## src/rtl/alu_pkg.sv

```systemverilog
`default_nettype none
// ============================================================================
//  Module   : alu_pkg
//  Purpose  : Opcode encodings and flag-vector bit positions shared by the
//             pipelined ALU and its combinational core.
//  Revision : 1.0  initial release
// ============================================================================
package alu_pkg;

   // Opcode encodings; 3 bits, every code is a legal operation
   localparam logic [2:0] OP_ADD = 3'b000;
   localparam logic [2:0] OP_SUB = 3'b001;
   localparam logic [2:0] OP_AND = 3'b010;
   localparam logic [2:0] OP_OR  = 3'b011;
   localparam logic [2:0] OP_XOR = 3'b100;
   localparam logic [2:0] OP_SHL = 3'b101;
   localparam logic [2:0] OP_SHR = 3'b110;
   localparam logic [2:0] OP_ADC = 3'b111;

   // Bit positions inside the 4-bit registered flag vector
   localparam int FLAG_C = 3;
   localparam int FLAG_Z = 2;
   localparam int FLAG_N = 1;
   localparam int FLAG_V = 0;

endpackage
`default_nettype wire

```

## src/rtl/alu_pipe_if.sv

```systemverilog
`default_nettype none
// ============================================================================
//  Module   : alu_pipe_if
//  Purpose  : Operand-side and result-side valid/ready bundle of alu_pipe.
//             master = issue/writeback side, slave = the ALU pipeline.
//  Revision : 1.0  initial release
// ============================================================================
interface alu_pipe_if #(
   parameter int WIDTH = 8
);
   logic             in_valid;
   logic             in_ready;
   logic [WIDTH-1:0] A;
   logic [WIDTH-1:0] B;
   logic [2:0]       op;
   logic             out_valid;
   logic             out_ready;
   logic [WIDTH-1:0] result;
   logic             carry_out;
   logic             zero_flag;
   logic             neg_flag;
   logic             ovf_flag;

   modport master (
      output in_valid, A, B, op, out_ready,
      input  in_ready, out_valid, result, carry_out, zero_flag, neg_flag, ovf_flag
   );

   modport slave (
      input  in_valid, A, B, op, out_ready,
      output in_ready, out_valid, result, carry_out, zero_flag, neg_flag, ovf_flag
   );
endinterface
`default_nettype wire

```

## src/rtl/alu_core.sv

```systemverilog
`default_nettype none
// ============================================================================
//  Module   : alu_core
//  Purpose  : Purely combinational ALU datapath: (a, b, op, cin) -> result,
//             carry/borrow and signed overflow. Z/N are derived by the caller.
//  Revision : 1.0  initial release
// ============================================================================
module alu_core
   import alu_pkg::*;
#(
   parameter int WIDTH   = 8,
   parameter int SHAMT_W = $clog2(WIDTH)
) (
   input  logic [WIDTH-1:0] a,
   input  logic [WIDTH-1:0] b,
   input  logic [2:0]       op,
   input  logic             cin,
   output logic [WIDTH-1:0] result,
   output logic             c,
   output logic             v
);
   localparam int c_MSB = WIDTH - 1;

   logic [SHAMT_W-1:0] w_amt;
   logic [WIDTH:0]     w_sum;
   logic [WIDTH:0]     w_adc;
   logic [WIDTH:0]     w_diff;
   logic [WIDTH:0]     w_shl;
   logic [WIDTH:0]     w_shr;

   assign w_amt  = b[SHAMT_W-1:0];
   // All arithmetic done at WIDTH+1 so the top bit is the carry/borrow
   assign w_sum  = {1'b0, a} + {1'b0, b};
   assign w_adc  = w_sum + {{WIDTH{1'b0}}, cin};
   assign w_diff = {1'b0, a} - {1'b0, b};
   // Extra guard bit catches the last bit shifted out; it is 0 when amt==0
   assign w_shl  = {1'b0, a} << w_amt;
   assign w_shr  = {a, 1'b0} >> w_amt;

   // Opcode decode: select result and flags, logic ops leave C and V clear
   always_comb begin
      result = '0;
      c      = 1'b0;
      v      = 1'b0;
      case (op)
         OP_ADD: begin
            result = w_sum[c_MSB:0];
            c      = w_sum[WIDTH];
            v      = (a[c_MSB] == b[c_MSB]) && (w_sum[c_MSB] != a[c_MSB]);
         end
         OP_SUB: begin
            result = w_diff[c_MSB:0];
            c      = w_diff[WIDTH];
            v      = (a[c_MSB] != b[c_MSB]) && (w_diff[c_MSB] != a[c_MSB]);
         end
         OP_AND: result = a & b;
         OP_OR:  result = a | b;
         OP_XOR: result = a ^ b;
         OP_SHL: begin
            result = w_shl[c_MSB:0];
            c      = w_shl[WIDTH];
         end
         OP_SHR: begin
            result = w_shr[WIDTH:1];
            c      = w_shr[0];
         end
         OP_ADC: begin
            result = w_adc[c_MSB:0];
            c      = w_adc[WIDTH];
            v      = (a[c_MSB] == b[c_MSB]) && (w_adc[c_MSB] != a[c_MSB]);
         end
         default: ;
      endcase
   end
endmodule
`default_nettype wire

```

## src/rtl/alu_pipe.sv

```systemverilog
`default_nettype none
// ============================================================================
//  Module   : alu_pipe
//  Purpose  : Two-stage valid/ready ALU pipeline. S1 registers operands, S2
//             computes and registers result + C/Z/N/V. carry_reg feeds ADC.
//  Revision : 1.0  initial release
// ============================================================================
module alu_pipe
   import alu_pkg::*;
#(
   parameter int WIDTH   = 8,
   parameter int SHAMT_W = $clog2(WIDTH)
) (
   input  logic      clk,
   input  logic      rst_n,
   alu_pipe_if.slave bus
);
   localparam logic [3:0] c_FLAGS_RST = 4'(1) << FLAG_Z;

   logic             r_s1_valid;
   logic [WIDTH-1:0] r_s1_a;
   logic [WIDTH-1:0] r_s1_b;
   logic [2:0]       r_s1_op;
   logic             r_out_valid;
   logic [WIDTH-1:0] r_result;
   logic [3:0]       r_flags;
   logic             r_carry;

   logic [WIDTH-1:0] w_core_result;
   logic             w_core_c;
   logic             w_core_v;
   logic [3:0]       w_flags;
   logic             w_s2_load;
   logic             w_in_ready;
   logic             w_s1_load;

   // S2 may load when it is empty or its current result is leaving this cycle
   assign w_s2_load  = r_s1_valid && (!r_out_valid || bus.out_ready);
   assign w_in_ready = !r_s1_valid || w_s2_load;
   assign w_s1_load  = bus.in_valid && w_in_ready;

   alu_core #(
      .WIDTH   (WIDTH),
      .SHAMT_W (SHAMT_W)
   ) u_core (
      .a      (r_s1_a),
      .b      (r_s1_b),
      .op     (r_s1_op),
      .cin    (r_carry),
      .result (w_core_result),
      .c      (w_core_c),
      .v      (w_core_v)
   );

   // Assemble the flag vector for the result about to enter S2
   always_comb begin
      w_flags         = '0;
      w_flags[FLAG_C] = w_core_c;
      w_flags[FLAG_Z] = (w_core_result == '0);
      w_flags[FLAG_N] = w_core_result[WIDTH-1];
      w_flags[FLAG_V] = w_core_v;
   end

   // S1 operand register: fill on accept, empty when its beat moves to S2
   always_ff @(posedge clk or negedge rst_n) begin
      if (!rst_n) begin
         r_s1_valid <= 1'b0;
         r_s1_a     <= '0;
         r_s1_b     <= '0;
         r_s1_op    <= OP_ADD;
      end else if (w_s1_load) begin
         r_s1_valid <= 1'b1;
         r_s1_a     <= bus.A;
         r_s1_b     <= bus.B;
         r_s1_op    <= bus.op;
      end else if (w_s2_load) begin
         r_s1_valid <= 1'b0;
      end
   end

   // S2 output register and carry_reg; fields only change on a load, so a stalled result holds
   always_ff @(posedge clk or negedge rst_n) begin
      if (!rst_n) begin
         r_out_valid <= 1'b0;
         r_result    <= '0;
         r_flags     <= c_FLAGS_RST;
         r_carry     <= 1'b0;
      end else if (w_s2_load) begin
         r_out_valid <= 1'b1;
         r_result    <= w_core_result;
         r_flags     <= w_flags;
         r_carry     <= w_core_c;
      end else if (bus.out_ready) begin
         r_out_valid <= 1'b0;
      end
   end

   assign bus.in_ready  = w_in_ready;
   assign bus.out_valid = r_out_valid;
   assign bus.result    = r_result;
   assign bus.carry_out = r_flags[FLAG_C];
   assign bus.zero_flag = r_flags[FLAG_Z];
   assign bus.neg_flag  = r_flags[FLAG_N];
   assign bus.ovf_flag  = r_flags[FLAG_V];
endmodule
`default_nettype wire

```

## src/flat_wrapper.sv

```systemverilog
// flat-port wrapper written by rule: the top's interface ports become plain ports
module alu_pipe_flat import alu_pkg::*;
#(
   parameter int WIDTH   = 8,
   parameter int SHAMT_W = $clog2(WIDTH)
)
  (clk, rst_n, bus_in_valid, bus_A, bus_B, bus_op, bus_out_ready, bus_in_ready, bus_out_valid, bus_result, bus_carry_out, bus_zero_flag, bus_neg_flag, bus_ovf_flag);
  alu_pipe_if #(.WIDTH(WIDTH)) bus_i ();
  input  logic clk;
  input  logic rst_n;
  input wire logic [$bits(bus_i.in_valid)-1:0] bus_in_valid;
  input wire logic [$bits(bus_i.A)-1:0] bus_A;
  input wire logic [$bits(bus_i.B)-1:0] bus_B;
  input wire logic [$bits(bus_i.op)-1:0] bus_op;
  input wire logic [$bits(bus_i.out_ready)-1:0] bus_out_ready;
  output wire logic [$bits(bus_i.in_ready)-1:0] bus_in_ready;
  output wire logic [$bits(bus_i.out_valid)-1:0] bus_out_valid;
  output wire logic [$bits(bus_i.result)-1:0] bus_result;
  output wire logic [$bits(bus_i.carry_out)-1:0] bus_carry_out;
  output wire logic [$bits(bus_i.zero_flag)-1:0] bus_zero_flag;
  output wire logic [$bits(bus_i.neg_flag)-1:0] bus_neg_flag;
  output wire logic [$bits(bus_i.ovf_flag)-1:0] bus_ovf_flag;
  assign bus_i.in_valid = bus_in_valid;
  assign bus_i.A = bus_A;
  assign bus_i.B = bus_B;
  assign bus_i.op = bus_op;
  assign bus_i.out_ready = bus_out_ready;
  assign bus_in_ready = bus_i.in_ready;
  assign bus_out_valid = bus_i.out_valid;
  assign bus_result = bus_i.result;
  assign bus_carry_out = bus_i.carry_out;
  assign bus_zero_flag = bus_i.zero_flag;
  assign bus_neg_flag = bus_i.neg_flag;
  assign bus_ovf_flag = bus_i.ovf_flag;
  alu_pipe #(.WIDTH(WIDTH), .SHAMT_W(SHAMT_W)) u_core (.clk(clk), .rst_n(rst_n), .bus(bus_i));
endmodule
```

## config.mk

```make
export PLATFORM = sky130hd
export DESIGN_NAME = alu_pipe_flat
export DESIGN_NICKNAME = d
export VERILOG_FILES = /design/src/rtl/alu_pkg.sv /design/src/rtl/alu_pipe_if.sv /design/src/rtl/alu_core.sv /design/src/rtl/alu_pipe.sv /design/src/flat_wrapper.sv
export SDC_FILE = /design/constraint.sdc
export NUM_CORES = 1
export LEC_CHECK = 0
export ABC_CLOCK_PERIOD_IN_PS = 3600
export CAP_MARGIN = 20
export CORE_MARGIN = 2
export CORE_UTILIZATION = 35
export CTS_CLUSTER_SIZE = 25
export DETAILED_ROUTE_END_ITERATION = 8
export HOLD_SLACK_MARGIN = 0.03
export MAX_ROUTING_LAYER = met4
export PLACE_DENSITY = 0.53
export SKIP_LAST_GASP = 1
export SLEW_MARGIN = 20
export SYNTH_ARGS = -nofsm -noshare
export SYNTH_HDL_FRONTEND = slang
export SYNTH_HIERARCHICAL = 1
export SYNTH_SLANG_ARGS = --single-unit
```

## constraint.sdc

```tcl
create_clock -name clk -period 3.6 [get_ports clk]
set_clock_uncertainty 0.05 [all_clocks]
set_input_delay 0.72 -clock clk [delete_from_list [all_inputs] [get_ports clk]]
set_output_delay 0.72 -clock clk [all_outputs]
set_load 0.01 [all_outputs]
```

==> results.cfg, run 1 <==
; physical design summary
[global_routing]
top_usage_layer = met2
grt_max_degree = 33
grt.overflow.total = 0
grt_pass1_vias = 3034

[synthesis]
ys.flops = 32
logic_family = AND-OR/OR-AND gates
synth.distinct_cells = 79
synthesis.area_sq_um = 3478
synthMuxAreaShare_pct = 18.42
async_reset_ff_share_pct = 100.0
ys_sh_xor_pct = 2.230
synth.most_common_cell = nor2_1
top_cell_area_share_pct = 22.30
ys_cells = 372
synth_warnings = 6

[clock_network]
clockBufferDepth = 2
htreeDepth = 2
cts_buffers = 5
cts_hold_buf = 0

[sta]
grt_setup_unrepaired = no
finalHoldViolations = 0
timing.hold.ws_ps = 460.6
fin_setup_tns_ps = 0
period_used_pct = 95.10

[placed_design]
placed_cell_area_sq_um = 4021

[setup_path]
r2r_start = u_core/r_s1_a[0]$_DFFE_PN0P_
r2r-end = u_core/r_flags[2]$_DFFE_PN1P_
worstPathMaxFanout = 6
worstRegToRegCells = 11
ff2ff_setup_slack_ps = 180
cp_slowest_stage_delay_ps = 590
crit_path_top_delay_cell = or4_4

[power]
seqPwrFrac_pct = 24.2
finalPower_mw = 2.220
p_sw_mw = 0.9708
powerDensity_nw_per_um2 = 538.5
combPwrFrac_pct = 61.8

[final_layout]
finalNetCount = 466
fillers = 1021

[worst_hold_path]
holdPathStages = 1

[detailed_routing]
vias_per_cell = 5.684

[status]
status = finished clean

[floorplanning]
dieWidth_microns = 103.7

[job]
drv_cap = 0
run 1: metal layers:
metal	up-vias	wire [microns]
met2	133	4729
met1	1506	4932
met4	0	177
met3	12	642
met5	-	0
li1	1464	-
run 1: state kept, by name, indices dropped and copies added, names as in the netlist:
name	cells
u_core/r_s1_op	3
u_core/r_s1_a	8
u_core/bus.result	7
u_core/r_s1_valid	1
u_core/r_flags	4
u_core/r_s1_b	8
u_core/bus.out_valid	1
run 1: timing repair:
| item | in CTS | in global routing |
|---|---|---|
| endpoints found under the setup margin | 0 | 1 |
| setup buffers | 0 | 0 |
| resized | 0 | 1 |
run 1: power by group through the flow:
| stage | logic, mW | registers, mW | clock network, mW |
|---|---|---|---|
| 6_report | 1.37 | 0.538 | 0.310 |
| 5_1_grt | 1.48 | 0.553 | 0.339 |
| 3_3_place_gp | 1.34 | 0.541 | 0 |
| 3_5_place_dp | 1.34 | 0.547 | 0 |
| 2_1_floorplan | 0.888 | 0.550 | 0 |
| 4_1_cts | 1.35 | 0.539 | 0.320 |
run 1: logic make-up after synthesis:
family                     count (synthesis)
buffers and inverters                     47
and+or+nand+nor                          113
adders and majority gates                 29
AOI/OAI and AO/OA                         97
xor gates and xnor gates                   8
DFF                                       32
muxes                                     46
run 1: layout make-up:
class,instances,area [sq um],area share (%)
Multi-Input combinational cell,293,2452,59.48
Sequential cell,32,802.0,19.45
Timing Repair Buffer,56,510.5,12.38
Tap cell,133,166.4,4.036
Inverter,26,97.59,2.367
Clock buffer,7,86.33,2.094
Clock inverter,1,7.507,0.1821
run 1: critical path, delay by kind of cell (launching register included):
kind,cells,cell delay [ps]
DFF,1,430
and+or+nand+nor,3,970
AOI/OAI and AO/OA,6,1170
adders and majority gates,2,740
**Run 1: gate families picked out**

(4 px per micron)
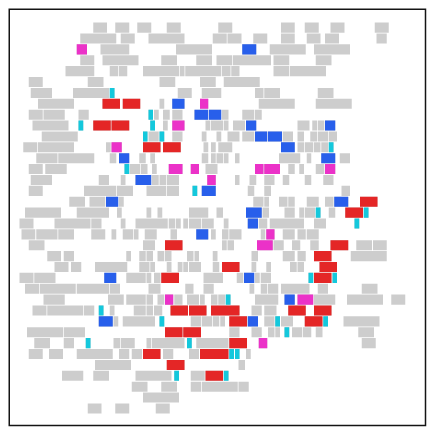
Key: AND-OR and OR-AND gates = blue [cells 23, most used a21o_1]; AND and OR gates = magenta [cells 15]; inverters = cyan [cells 26, most used inv_1]; adder and majority cells = red [cells 29, most used ha_1]
post-route insts no fill: 548
Comb/total area: 59.48%

**Run 1: layout detail**

Window x 37 to 67, y 37 to 67 microns. Cells in gray, sequential cells in the stronger gray; small squares are vias.
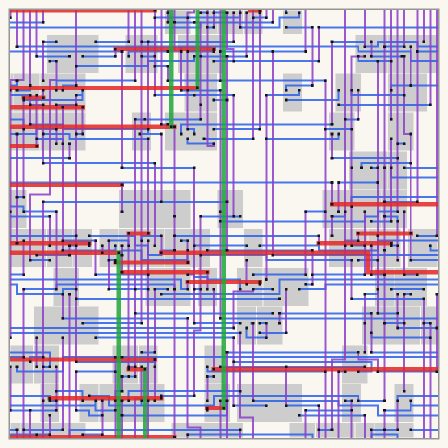
Key: met2 = purple; met4 = green; met1 = blue; met3 = red
Most frequent: nor2_1 (12), a21oi_1 (7), nand2_1 (7). 61 logic cells have their middle in the window. Sequential cells in the window: 0.

**Run 1: routed metal, one color a layer**

(4 px per micron) Two of the layers only.
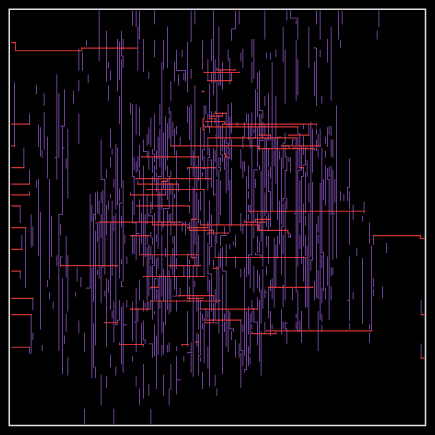
Key: met3 = red [wire length 643 microns]; met2 = purple [wire length 4,730 microns]
WL final: 10,480 microns
GRT Resource Usage Total: 20.35%
WL per Instance: 19.13 microns
via count: 3,115

**Run 1: wire density map**

(3 px per micron) 21 x 21 tiles, from dark purple (low) to yellow (high), scaled to the fullest tile. Values are wire area over tile area, all layers added.
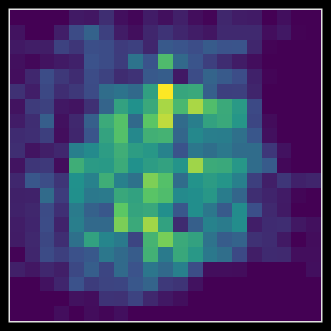
The emptiest ninth of the die: bottom right. 15% of the tiles are over half the peak. 21% of the tiles are nearly empty. The fullest tile reaches 0.69.

## Run 2: what changed since run 1
--- a/constraint.sdc
+++ b/constraint.sdc
@@ -3,3 +3,3 @@
 set_input_delay 0.72 -clock clk [delete_from_list [all_inputs] [get_ports clk]]
 set_output_delay 0.72 -clock clk [all_outputs]
-set_load 0.01 [all_outputs]
+set_load 0.05 [all_outputs]
**Run 2: cell placement**

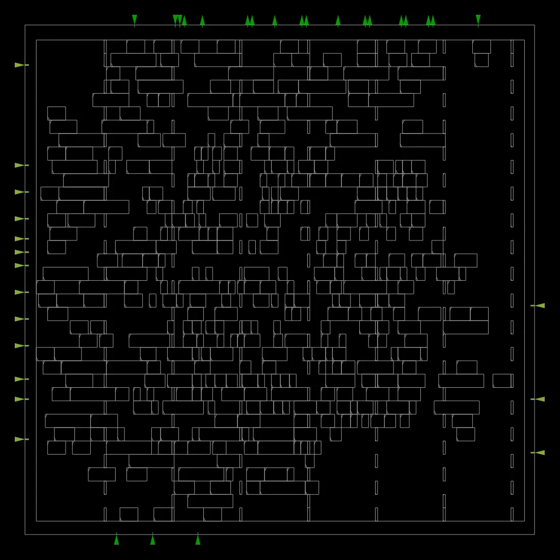
sequential cells: 32
tap cells: 133
FILL cells: 1,021
flop share of the area: 19.45%

==> results.cfg, run 2 <==
; physical design summary
[final_layout]
dominant_cells = combinational gates
non_clock_buffer_area_share_pct = 12.38
comb_area_share_pct = 59.48
combGateArea_sq_um = 2452
finalNetCount = 466
comb_cells = 293
inverters = 26
n_clock_buffer = 7
clk_share_pct = 2.276

[sta]
finalHoldViolations = 0
fin_setup_tns_ps = 0
grt_setup_unrepaired = no

[detailed_routing]
wire_per_inst_microns = 19.13
vias_per_cell = 5.684
via_count = 3115
wl_microns = 10480

[clock_network]
cts_hold_buf = 0
cts_buffers = 5
cts_setup_buffers = 0
clockBufferDepth = 2

[synthesis]
ys_cells = 372
edf_count = 0
ys.flops = 32
synth.distinct_cells = 79
top_cell_area_share_pct = 22.30
synth_warnings = 6
synth.most_common_cell = nor2_1
async_reset_ff_share_pct = 100.0

[global_routing]
top_usage_layer = met2
grt_max_degree = 33
gr-usage-all-layers_pct = 20.35
grt_pass1_vias = 3034

[setup_path]
cp_slowest_stage_delay_ps = 590
worstRegToRegCells = 11
crit_path_top_delay_cell = or4_4
ff2ff_setup_slack_ps = 180

[power]
powerDensity_nw_per_um2 = 584.6
finalPower_mw = 2.410

[job]
drv_cap = 0

[floorplanning]
dieWidth_microns = 103.7

[status]
status = finished clean

[worst_hold_path]
holdPathStages = 1

[placed_design]
placed_cell_area_sq_um = 4021
==> run 2: worst max-delay path, delay by kind of cell (launching register included) <==
kind	cells	cell delay, ps
adder cells (fa/ha/maj)	2	740
AND/OR/NAND/NOR	3	970
flip-flops	1	430
AND-OR/OR-AND	6	1170
==> run 2: cell families after synthesis <==
family                   after synthesis  synth area share [%]
flip-flops                            32                 23.06
buffers and inverters                 47                 6.655
XOR/XNOR                               8                 2.230
multiplexers                          46                 18.42
adder cells (fa/ha/maj)               29                 10.86
AND/OR/NAND/NOR                      113                 18.27
AND-OR/OR-AND                         97                 20.50
==> run 2: worst paths after layout <==
kind,to,from
min in group asynchronous,u_core/bus.result[4]$_DFFE_PN0P_,rst_n
worst min-delay path,u_core/bus.result[1]$_DFFE_PN0P_,u_core/bus.result[1]$_DFFE_PN0P_
worst max register to register,u_core/r_flags[2]$_DFFE_PN1P_,u_core/r_s1_a[0]$_DFFE_PN0P_
worst min register to register,u_core/bus.result[1]$_DFFE_PN0P_,u_core/bus.result[1]$_DFFE_PN0P_
max in group asynchronous,u_core/r_flags[2]$_DFFE_PN1P_,rst_n
worst max-delay path,u_core/r_flags[2]$_DFFE_PN1P_,u_core/r_s1_a[0]$_DFFE_PN0P_
==> run 2: power by group <==
group	internal, mW	switching (mW)
Clock	0.156	0.155
Sequential	0.447	0.0902
Combinational	0.645	0.916
==> run 2: routing by layer <==
metal  part of all wire [%]  vias to the layer above
met1                     47                     1506
met2                     45                      133
met3                    6.1                       12
met5                      0                        -
met4                    1.7                        0
li1                       -                     1464
==> run 2: repair_timing <==
action                                  CTS  global route
endpoints found under the hold margin     0             0
gates resized                             0             1
endpoints found under the setup margin    0             1
## Run 3: what changed since run 2
Settings changed: SLEW_MARGIN 20 to 30.
==> results.cfg, run 3 <==
; physical design summary
[synthesis]
synth.distinct_cells = 79
ys.flops = 32
synth_warnings = 6
top_cell_area_share_pct = 22.30
synth.most_common_cell = nor2_1
edf_count = 0
async_reset_ff_share_pct = 100.0

[detailed_routing]
wl_microns = 10480
wire_per_inst_microns = 19.13
via_count = 3115

[worst_hold_path]
hold_path_end = u_core/bus.result[1]$_DFFE_PN0P_

[setup_path]
worstRegToRegCells = 11
r2r-end = u_core/r_flags[2]$_DFFE_PN1P_
cp_slowest_stage_delay_ps = 590
crit_path_top_delay_cell = or4_4

[power]
powerDensity_nw_per_um2 = 584.6

[job]
drv_cap = 0

[final_layout]
fillers = 1021

[sta]
finalHoldViolations = 0
fin_setup_tns_ps = 0

[status]
status = finished clean

[clock_network]
clockBufferDepth = 2
cts_buffers = 5

[placed_design]
placed_cell_area_sq_um = 4021

[floorplanning]
dieWidth_microns = 103.7
run 3: kinds of logic after synthesis:
kind of cell,count (synthesis),synth area share (%)
buffers and inverters,47,6.655
flip-flops,32,23.06
adder cells (fa/ha/maj),29,10.86
AND/OR/NAND/NOR,113,18.27
AND-OR/OR-AND,97,20.50
multiplexers,46,18.42
XOR/XNOR,8,2.230
run 3: metal layers:
metal,GRT usage [%],up-vias,share of wire (%)
met5,-,-,0
met4,6.081,0,1.7
met3,3.398,12,6.1
met2,30.09,133,45
met1,28.64,1506,47
li1,-,1464,-
run 3: stage by stage:
step	total power [mW]	std cells
floorplan	1.626	372
global placement	2.069	540
detailed placement	2.073	540
CTS	2.396	548
global route	2.560	548
finish	2.410	548
run 3: what timing repair did:
| item | in CTS | in global routing |
|---|---|---|
| resized | 0 | 1 |
| hold buffers | 0 | 0 |
| endpoints found under the setup margin | 0 | 1 |
run 3: area by class of cell:
| cell class | count | area [sq um] | share of cell area (%) |
|---|---|---|---|
| repair buffers | 56 | 510.5 | 12.38 |
| clock buffers | 7 | 86.33 | 2.094 |
| clock inverters | 1 | 7.507 | 0.1821 |
| multi-input cells | 293 | 2452 | 59.48 |
| inverters | 26 | 97.59 | 2.367 |
| well taps | 133 | 166.4 | 4.036 |
| flip-flops and latches | 32 | 802.0 | 19.45 |
run 3: power by group:
part           internal (mW)  switching [mW]
clock                  0.156           0.155
sequential             0.447          0.0902
combinational          0.645           0.916
total                   1.25            1.16
run 3: critical path: cells and delay by family, from the launching register on:
kind | cells | cell delay [ps]
AND-OR/OR-AND | 6 | 1170
adder cells (fa/ha/maj) | 2 | 740
AND/OR/NAND/NOR | 3 | 970
flip-flops | 1 | 430
**Run 3: wire density map**

(3 px per micron) 21 x 21 tiles, from dark purple (low) to yellow (high), scaled to the fullest tile. Values are wire area over tile area, all layers added.
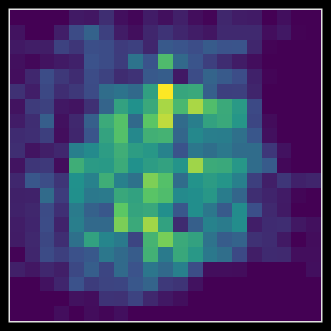
The mean over all tiles is 0.16. 15% of the tiles are over half the peak. 21% of the tiles are nearly empty.

Power and IR drop assume default switching activity.
